`config.mk`:
```
export PLATFORM = sky130hd
export DESIGN_NAME = csa_tree_pipe
export DESIGN_NICKNAME = d
export VERILOG_FILES = /design/src/rtl/csa_tree_pipe.sv
export SDC_FILE = /design/constraint.sdc
export NUM_CORES = 1
export LEC_CHECK = 0
export ABC_AREA = 0
export CORE_UTILIZATION = 48
export CTS_BUF_LIST = sky130_fd_sc_hd__clkbuf_4 sky130_fd_sc_hd__clkbuf_8
export CTS_CLUSTER_SIZE = 8
export DETAILED_ROUTE_END_ITERATION = 16
export HOLD_SLACK_MARGIN = 0.05
export PLACE_DENSITY_LB_ADDON = 0.1
export SLEW_MARGIN = 40
export SYNTH_ARGS = -nofsm -noshare
export SYNTH_HDL_FRONTEND = slang
export SYNTH_SLANG_ARGS = --single-unit
```
`constraint.sdc`:
```
create_clock -name clk -period 2.3 [get_ports clk]
set_clock_uncertainty 0.2 [all_clocks]
set_input_delay 0.575 -clock clk [delete_from_list [all_inputs] [get_ports clk]]
set_output_delay 0.575 -clock clk [all_outputs]
set_load 0.03 [all_outputs]
```
`src/rtl/csa_tree_pipe.sv`:
```
// csa_tree_pipe: lane-segmented carry-save reduction of NUM_OPS operands to a
// sum/carry pair, behind a PIPE_STAGES-deep valid/ready pipeline with flush.
module csa_tree_pipe #(
  parameter int WIDTH       = 24,
  parameter int NUM_OPS     = 7,
  parameter int PIPE_STAGES = 2
) (
  input  logic                       clk,
  input  logic                       rst_n,
  input  logic                       flush,
  input  logic                       in_valid,
  output logic                       in_ready,
  input  logic [1:0]                 in_mode,
  input  logic [NUM_OPS*WIDTH-1:0]   in_ops,
  output logic                       out_valid,
  input  logic                       out_ready,
  output logic [1:0]                 out_mode,
  output logic [WIDTH-1:0]           out_sum,
  output logic [WIDTH-1:0]           out_carry,
  output logic                       mode_err
);

  localparam int QW = WIDTH / 4;

  if ((WIDTH % 4) != 0) begin : g_chk_width
    $error("csa_tree_pipe: WIDTH must be a multiple of 4");
  end
  if ((NUM_OPS < 3) || (NUM_OPS > 16)) begin : g_chk_ops
    $error("csa_tree_pipe: NUM_OPS must be in 3..16");
  end
  if ((PIPE_STAGES < 1) || (PIPE_STAGES > 4)) begin : g_chk_stages
    $error("csa_tree_pipe: PIPE_STAGES must be in 1..4");
  end

  typedef enum logic [1:0] {
    MODE_FULL    = 2'd0,
    MODE_HALF    = 2'd1,
    MODE_QUARTER = 2'd2,
    MODE_RSVD    = 2'd3
  } mode_e;

  mode_e                  mode_n;
  logic [WIDTH-1:0]       lsb_mask;
  logic [WIDTH-1:0]       red_sum;
  logic [WIDTH-1:0]       red_carry;
  logic [WIDTH-1:0]       cur_op;
  logic [WIDTH-1:0]       maj;

  logic [PIPE_STAGES-1:0] vld;
  logic [PIPE_STAGES-1:0] load;
  logic                   ready_acc;
  logic                   accept;

  logic [WIDTH-1:0]       sum_q   [PIPE_STAGES];
  logic [WIDTH-1:0]       carry_q [PIPE_STAGES];
  logic [1:0]             mode_q  [PIPE_STAGES];

  // Normalise the mode (reserved -> full lane) and mark every lane LSB position
  always_comb begin
    mode_n = mode_e'(in_mode);
    if (mode_n == MODE_RSVD) mode_n = MODE_FULL;
    lsb_mask    = '0;
    lsb_mask[0] = 1'b1;
    case (mode_n)
      MODE_HALF: lsb_mask[WIDTH/2] = 1'b1;
      MODE_QUARTER: begin
        lsb_mask[QW]   = 1'b1;
        lsb_mask[2*QW] = 1'b1;
        lsb_mask[3*QW] = 1'b1;
      end
      default: ;
    endcase
  end

  // 3:2 compressor chain; shifted carries are cut at every lane LSB so
  // nothing leaves a lane MSB or enters the neighbouring lane
  always_comb begin
    red_sum   = in_ops[0 +: WIDTH];
    red_carry = in_ops[WIDTH +: WIDTH];
    cur_op    = '0;
    maj       = '0;
    for (int unsigned k = 2; k < NUM_OPS; k++) begin
      cur_op    = in_ops[k*WIDTH +: WIDTH];
      maj       = (red_sum & red_carry) | (red_sum & cur_op) | (red_carry & cur_op);
      red_sum   = red_sum ^ red_carry ^ cur_op;
      red_carry = (maj << 1) & ~lsb_mask;
    end
  end

  // Ready chain: a stage may load when it, or any stage downstream, has room,
  // or the output is being drained; evaluated from the output backwards
  always_comb begin
    load      = '0;
    ready_acc = out_ready;
    for (int unsigned i = 0; i < PIPE_STAGES; i++) begin
      ready_acc = ready_acc | ~vld[PIPE_STAGES-1-i];
      load[PIPE_STAGES-1-i] = ready_acc;
    end
  end

  assign in_ready = ~flush & load[0];
  assign accept   = in_valid & in_ready;

  // Stage valid bits, data/mode registers and the sticky reserved-mode flag
  always_ff @(posedge clk or negedge rst_n) begin
    if (!rst_n) begin
      vld      <= '0;
      mode_err <= 1'b0;
      for (int unsigned s = 0; s < PIPE_STAGES; s++) begin
        sum_q[s]   <= '0;
        carry_q[s] <= '0;
        mode_q[s]  <= '0;
      end
    end else begin
      if (accept && (mode_e'(in_mode) == MODE_RSVD)) mode_err <= 1'b1;

      if (flush) begin
        vld <= '0;
      end else begin
        if (load[0]) vld[0] <= accept;
        for (int unsigned s = 1; s < PIPE_STAGES; s++) begin
          if (load[s]) vld[s] <= vld[s-1];
        end
      end

      if (accept) begin
        sum_q[0]   <= red_sum;
        carry_q[0] <= red_carry;
        mode_q[0]  <= mode_n;
      end
      for (int unsigned s = 1; s < PIPE_STAGES; s++) begin
        if (load[s] && vld[s-1]) begin
          sum_q[s]   <= sum_q[s-1];
          carry_q[s] <= carry_q[s-1];
          mode_q[s]  <= mode_q[s-1];
        end
      end
    end
  end

  assign out_valid = vld[PIPE_STAGES-1];
  assign out_sum   = sum_q[PIPE_STAGES-1];
  assign out_carry = carry_q[PIPE_STAGES-1];
  assign out_mode  = mode_q[PIPE_STAGES-1];

endmodule

```
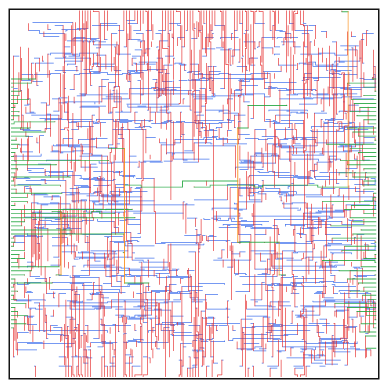
*Signal wires by layer*
(3 px per µm)
legend:
  blue:
    layer: M1
    wire_length: 5130 µm
  red:
    layer: M2
    wire_length: 6990 µm
  green:
    layer: M3
    wire_length: 1030 µm
  orange:
    layer: M4
    wire_length: 173 µm

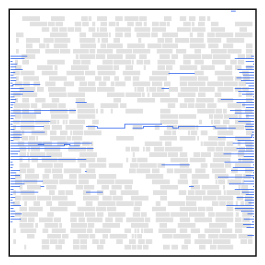
*Signal wires on met3*
(2 px per µm) Cells faint in the background.
longest straight run: 41.2 µm
share of all routed wire: 7.8%
wire length on this layer: 1030 µm
nets with wire on the layer: 130
main direction: horizontal
vias: 3887
Routed WL: 13300 µm
M3 GR Usage: 5.34%

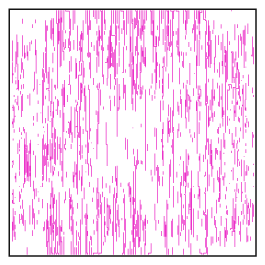
*Metal 2*
(2 px per µm)
main direction: vertical
wire length on this layer: 6990 µm
nets with wire on the layer: 854
share of all routed wire: 52%
longest straight run: 51.3 µm
GRT met2 Usage: 33.3%

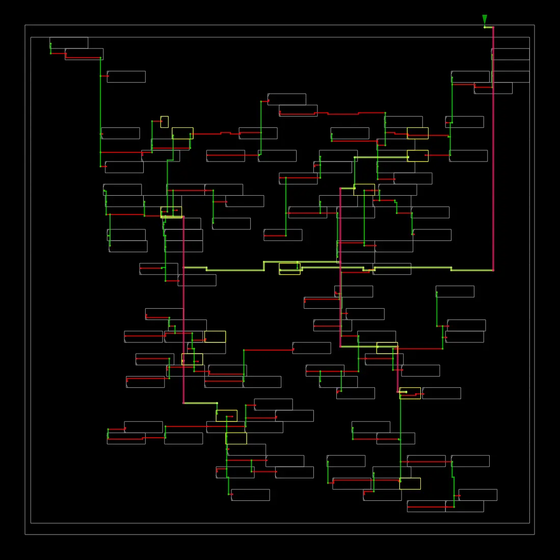
*Clock wiring as the flow saved it*
clock sinks: 101
Seq cells: 101
CTS buffer count: 9

==> flow_summary.yaml <==
# yosys + openroad results
pwr:
  power-per-cell-area_mw_per_mm2: 986
  p_switching_w: 0.00338
  pg_comb_w: 0.00525
  internal_power_w: 0.00599
  power_clock_w: 0.00106
  powerSeq_w: 0.00306
  ir_drop_mv: 0.395
layout:
  area_delta_synth_final_pct: 36.1
  antenna_cells: 0
  clock_buffers: 13
  sh_comb_area_pct: 43.2
placement:
  place_area_mm2: 0.00927
  pre_cts_slack_ns: -1.99
die:
  dieArea_mm2: 0.0150
  die_w_um: 123
  die_h_um: 123
sta:
  timing.final.ws_setup_ns: -1.08
  relSlewSlack_pct: 63.3
  fin_worst_hold_slack_ns: 0.0353
  setup_viol: 46
  fmax_mhz: 296
  rsz0062_at_grt: "yes"
synthesis:
  mux_share_pct: 17.7
  xor_area_share_pct: 1.33
  syn_area_mm2: 0.00698
  synthFlopType: "dfrtp_1"
  top_cell_area_share_pct: 36.2
  async_reset_ff_share_pct: 100
  synth-seq-cells: 101
  ys_cells: 449
  syn_nets: 742
cts:
  clk_pin_slew_ns: 0.09
  htree_levels: 3
  cts_root_buf: "clkbuf_8"
  cts_buffer_depth: 2
  cts_hold_buf: 0
critical_path:
  cpPeakStageDelay_ns: 0.55
  reg2regPathDepth: 5
  crit_top_cell: "fa_2"
  crit_arrival_ns: 3.44
  cp_slowest_cell: "fa_2"
  end_kind: "register"
  path_max_fanout: 1
  path_class: "input port to register"
outcome:
  outcome: "finished, violations left"
  violations: "negative setup slack"
global_route:
  grt_pass1_wl_um: 21900
Power and IR drop assume default switching activity.
